File: src/rtl/fetch_unit.sv
// Fetch stage: issues in-order instruction memory requests, buffers returned
// words in a small FIFO and presents one scalar or vector instruction per cycle.
module fetch_unit #(
  parameter int                N        = 24,
  parameter int                ADDR_W   = 32,
  parameter int                DEPTH    = 2,
  parameter logic [ADDR_W-1:0] RESET_PC = '0
) (
  input  logic              clk,
  input  logic              rst,
  input  logic              stallF,
  input  logic              branch_taken,
  input  logic [ADDR_W-1:0] branch_target,
  output logic              imem_req,
  output logic [ADDR_W-1:0] imem_addr,
  input  logic              imem_ready,
  input  logic              imem_rvalid,
  input  logic [N-1:0]      imem_rdata,
  output logic [N-1:0]      InstrF,
  output logic [N-1:0]      InstrF_vector,
  output logic [ADDR_W-1:0] PCF,
  output logic              validF
);

  localparam int CNT_W = $clog2(DEPTH + 1);
  localparam int PTR_W = (DEPTH > 1) ? $clog2(DEPTH) : 1;

  logic [ADDR_W-1:0] r_req_pc;
  logic [ADDR_W-1:0] r_resp_pc;
  logic [CNT_W-1:0]  r_inflight;
  logic [CNT_W-1:0]  r_drop_cnt;
  logic [CNT_W-1:0]  r_count;
  logic [PTR_W-1:0]  r_wr_ptr;
  logic [PTR_W-1:0]  r_rd_ptr;
  logic [N-1:0]      r_fifo_word [DEPTH];
  logic [ADDR_W-1:0] r_fifo_pc   [DEPTH];

  logic [CNT_W:0]    w_occupancy;
  logic              w_req;
  logic              w_accept;
  logic              w_valid;
  logic              w_pop;
  logic              w_push;
  logic              w_drop;
  logic [CNT_W-1:0]  w_rvalid_cnt;
  logic [CNT_W-1:0]  w_accept_cnt;
  logic [N-1:0]      w_head_word;
  logic [ADDR_W-1:0] w_head_pc;

  function automatic logic [PTR_W-1:0] next_ptr(input logic [PTR_W-1:0] p);
    return (p == PTR_W'(DEPTH - 1)) ? '0 : p + PTR_W'(1);
  endfunction

  // Request handshake: a request transfers on a cycle where imem_req and
  // imem_ready are both high; imem_addr is stable while imem_req is held.
  assign w_occupancy  = {1'b0, r_inflight} + {1'b0, r_count};
  assign w_req        = !rst && !branch_taken && (w_occupancy < (CNT_W + 1)'(DEPTH));
  assign w_accept     = w_req && imem_ready;
  assign w_rvalid_cnt = CNT_W'(imem_rvalid);
  assign w_accept_cnt = CNT_W'(w_accept);
  assign w_drop       = imem_rvalid && (r_drop_cnt != '0);
  assign w_push       = imem_rvalid && (r_drop_cnt == '0) && !branch_taken;
  assign w_valid      = (r_count != '0) && !branch_taken;
  assign w_pop        = w_valid && !stallF;
  assign w_head_word  = r_fifo_word[r_rd_ptr];
  assign w_head_pc    = r_fifo_pc[r_rd_ptr];

  assign imem_req      = w_req;
  assign imem_addr     = r_req_pc;
  assign validF        = w_valid;
  assign PCF           = w_valid ? w_head_pc : '0;
  assign InstrF        = (w_valid && !w_head_word[N-1]) ? w_head_word : '0;
  assign InstrF_vector = (w_valid &&  w_head_word[N-1]) ? w_head_word : '0;

  always_ff @(posedge clk) begin
    if (rst) begin
      r_req_pc   <= RESET_PC;
      r_resp_pc  <= RESET_PC;
      r_inflight <= '0;
      r_drop_cnt <= '0;
      r_count    <= '0;
      r_wr_ptr   <= '0;
      r_rd_ptr   <= '0;
    end else if (branch_taken) begin
      // Every word still outstanding belongs to the old path and is discarded.
      r_req_pc   <= branch_target;
      r_resp_pc  <= branch_target;
      r_inflight <= r_inflight - w_rvalid_cnt;
      r_drop_cnt <= r_inflight - w_rvalid_cnt;
      r_count    <= '0;
      r_wr_ptr   <= '0;
      r_rd_ptr   <= '0;
    end else begin
      if (w_accept) begin
        r_req_pc <= r_req_pc + ADDR_W'(1);
      end
      r_inflight <= r_inflight + w_accept_cnt - w_rvalid_cnt;
      if (w_drop) begin
        r_drop_cnt <= r_drop_cnt - CNT_W'(1);
      end
      if (w_push) begin
        r_wr_ptr  <= next_ptr(r_wr_ptr);
        r_resp_pc <= r_resp_pc + ADDR_W'(1);
      end
      if (w_pop) begin
        r_rd_ptr <= next_ptr(r_rd_ptr);
      end
      case ({w_push, w_pop})
        2'b10:   r_count <= r_count + CNT_W'(1);
        2'b01:   r_count <= r_count - CNT_W'(1);
        default: r_count <= r_count;
      endcase
    end
  end

  // Storage needs no reset: entries are only read when r_count says they exist.
  always_ff @(posedge clk) begin
    if (w_push) begin
      r_fifo_word[r_wr_ptr] <= imem_rdata;
      r_fifo_pc[r_wr_ptr]   <= r_resp_pc;
    end
  end

endmodule

File: config.mk
export PLATFORM = sky130hd
export DESIGN_NAME = fetch_unit
export DESIGN_NICKNAME = d
export VERILOG_FILES = /design/src/rtl/fetch_unit.sv
export SDC_FILE = /design/constraint.sdc
export NUM_CORES = 1
export LEC_CHECK = 0
export ABC_AREA = 1
export ABC_CLOCK_PERIOD_IN_PS = 4000
export CAP_MARGIN = 5
export CORE_ASPECT_RATIO = 1.4
export CORE_MARGIN = 3
export CORE_UTILIZATION = 48
export DETAILED_ROUTE_END_ITERATION = 10
export PLACE_DENSITY = 0.81
export SLEW_MARGIN = 20
export SYNTH_ARGS = -nofsm -noshare
export SYNTH_HDL_FRONTEND = slang
export SYNTH_SLANG_ARGS = --single-unit
File: constraint.sdc
create_clock -name clk -period 4 [get_ports clk]
set_input_delay 0.6 -clock clk [delete_from_list [all_inputs] [get_ports clk]]
set_output_delay 0.6 -clock clk [all_outputs]
set_load 0.02 [all_outputs]
==> results.cfg <==
; flow metrics
[status]
status = finished clean

[die]
fp-utilization_pct = 49.4

[setup_path]
crit_arrival_ns = 2.88
ff2ff_path_depth = 14
r2r_end = r_inflight[1]

[sta]
setup-violations-final = 0
tightest_slew_ns = 0.768
setup_tns_ns = 0
slew_viol_final = 0
fin_skew_ns = 0.0105
maxSlewHeadroom_pct = 48.7
period_needed_ns = 3.48

[synthesis]
area_leaders = edfxtp_1, dfxtp_1, nand2_1
synth-main-ff-cell = edfxtp_1
avgSynthCellArea_um2 = 8.39
synth_cell_types = 38
top_area_share_pct = 36.3
top_cells_by_count = nand2_1, nor2_1, inv_1, edfxtp_1, dfxtp_1
ys_async_sr_fraction_pct = 0
syn_nets = 1173
yosysMostFrequentCell = nand2_1

[power_and_ir_drop]
swShare_pct = 24.7
p_switching_mw = 1.09
combPwrFrac_pct = 10.2
p_leak_nw = 4.54
power.total_mw = 4.39

[global_route]
grt_max_degree = 61
antenna_found_initial = 0

[clock_tree]
cts_resized = 0
root_buffer = clkbuf_16
cts_buffer_depth = 2
postCtsHoldBufs = 0

[detailed_routing]
antenna_left = 0
vias_per_cell = 5.28

[run]
tool_warnings = 26
cap_viol_max_count = 0

[finish]
layout-drive-gt1-share_pct = 7.87
area_growth_pct = 28.1

[placement]
dp.final_hpwl_mm = 16.7

[hold_path]
hp-class = reg -> reg
## stage by stage
stage	cells	setup slack, ns	util (%)	instance area, µm²
global placement	1496	0.625	60.0	11200
detailed placement	1496	0.543	60.0	11200
finish	1528	0.519	63.3	11900
global route	1528	0.349	63.3	11900
CTS	1528	0.543	63.3	11900
floorplan	1103	0.0728	-	9260
## sequential cells by signal, indices dropped and copies added (netlist names), named ones only
name and flops:
r_rd_ptr 1, r_count 2, r_inflight 2, r_fifo_word 48, r_resp_pc 32, imem_addr 32, r_drop_cnt 2, r_fifo_pc 64
r_wr_ptr 1
## critical path, cell delays in order
cell             delay [ns]
clkdlybuf4s50_1        0.43
a21oi_2                0.36
nand2_1                0.55
nor2_1                 0.27
clkdlybuf4s50_1        0.65
## logic make-up (layout without fill, tap and decap cells)
kind of cell	Yosys count	after routing	synth area share [%]
AND-OR/OR-AND	139	139	8.03
XOR/XNOR	16	16	1.51
multiplexers	56	56	6.49
adder cells (fa/ha/maj)	8	8	1.16
flip-flops	185	185	52.1
other	1	1	0.0405
buffers and inverters	168	349	7.30
AND/OR/NAND/NOR	530	530	23.3
## final cells by class
class,count,area (µm²),share of cell area (%)
clock buffers,18,429,3.62
clock inverters,14,189,1.59
inverters,132,495,4.18
multi-input cells,750,3770,31.8
flip-flops and latches,185,4830,40.7
well taps,244,305,2.57
repair buffers,185,1840,15.6
## placed cells by master, fill, tap and decap left out, types with 11 or more instances in the layout
cell type	Yosys	routed
nand2_1	291	291
clkdlybuf4s50_1	0	173
xor2_1	11	11
nand3_1	59	59
nor2_1	153	151
inv_1	126	126
clkbuf_16	0	17
dfxtp_1	73	72
a31oi_1	16	16
mux2i_1	24	24
edfxtp_1	112	112
o21ai_0	52	52
mux2_2	32	32
a21oi_1	61	61
## power by group through the flow
| stage | Sequential, mW | Clock (mW) | Combinational, mW |
|---|---|---|---|
| finish | 2.18 | 1.76 | 0.447 |
| global route | 2.20 | 1.86 | 0.495 |
| CTS | 2.18 | 1.79 | 0.449 |
| detailed placement | 2.22 | 0 | 0.445 |
| global placement | 2.22 | 0 | 0.434 |
| floorplan | 2.23 | 0 | 0.238 |
## worst max path at each step
| stage | slack (ns) | to | depth (start not counted) | startpoint |
|---|---|---|---|---|
| 2_1_floorplan | 0.07 | r_fifo_pc[0][0] | 4 | branch_taken |
| 3_5_place_dp | 0.54 | InstrF[2] | 5 | branch_taken |
| 5_1_grt | 0.35 | InstrF[2] | 5 | branch_taken |
| 4_1_cts | 0.54 | InstrF[2] | 5 | branch_taken |
| 6_report | 0.52 | InstrF[2] | 5 | branch_taken |
| 3_3_place_gp | 0.62 | InstrF[21] | 5 | branch_taken |
## per-layer routing
layer  vias up  GRT usage (%)  wire length (µm)
li1       3936              -                 -
met1      3713           25.4              8920
met2       339           39.7             11600
met3        77           5.12              1710
met4         0           11.9              1060
met5         -              0                 0
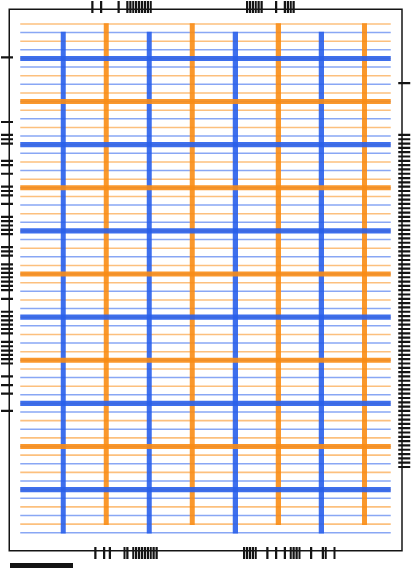
Fig. 1. Supply network.
Scale bar: 20 µm. Pins as bars on the die edge.
net	colour
VDD	orange
VSS	blue
met5 straps	11
met1 rails	60
signal pins	176
rows	59
horizontal die size: 123 µm
Die Height: 170 µm
Peak VDD IR: 0.000314 V

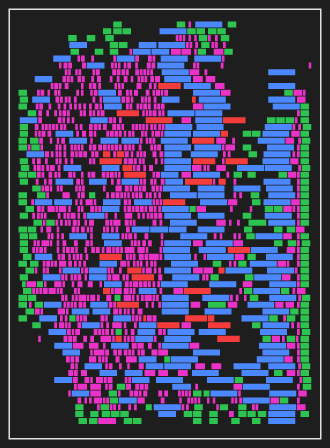
Fig. 2. Placement by cell class.
class	colour	cells	share of their area
remaining logic cells	magenta	882	37%
remaining buffers and delay cells	green	185	16%
registers	blue	185	42%
clock drivers and dummy loads	red	32	5.3%
row count: 59
core box area: 18800 µm²
fin area: 11900 µm²

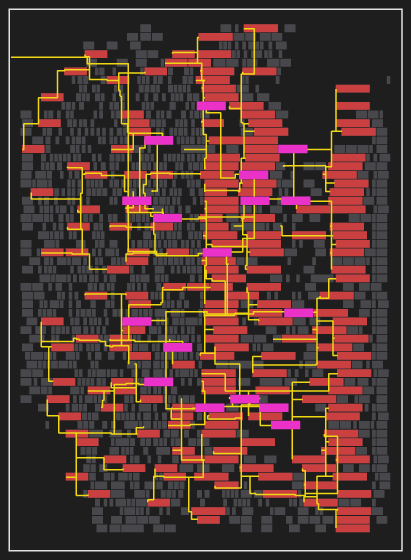
Fig. 3. Routed clock nets over the placement.
[flip-flops] red | count: 185
[clock wires] yellow | length: 2160 µm
[clock-net drivers] magenta | count: 17
routed clock nets	18
flops lie	spread over the die
Late-Pin Clk Latency: 0.42 ns
Clk pwr share: 40.0%

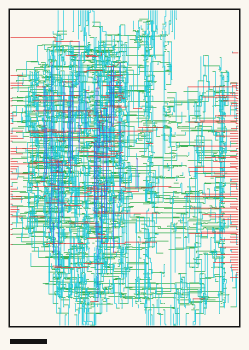
Fig. 4. Metal layers overlaid.
Scale bar: 20 µm.
layer	colour	wire length
M3	red	1710 µm
M1	green	8920 µm
M4	blue	1060 µm
M2	cyan	11600 µm
GRT Overall Usage: 22.6%
wire per inst: 15.2 µm
drt total wl: 23.3 mm
DR vias: 8065

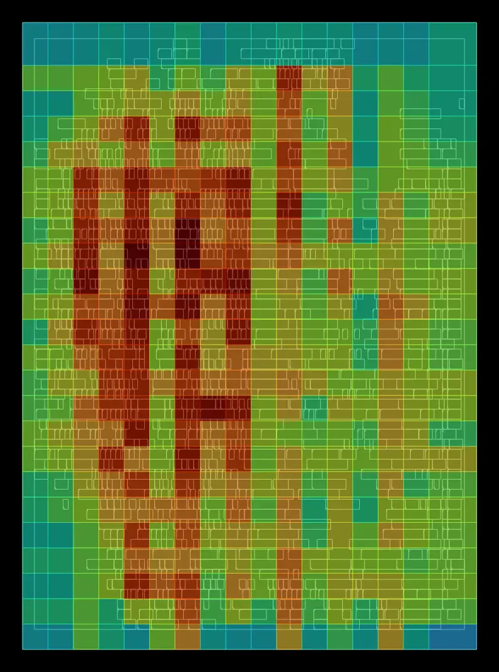
Fig. 5. Track usage over the die.
met3 Usage GRT: 5.12%
routing usage on met2: 39.7%
Layout Utilization: 63.3%
GRT Max-Usage Layer: met2
met1 Resource Use GR: 25.4%

No activity file was given, so power comes from the tool's default toggle rates.
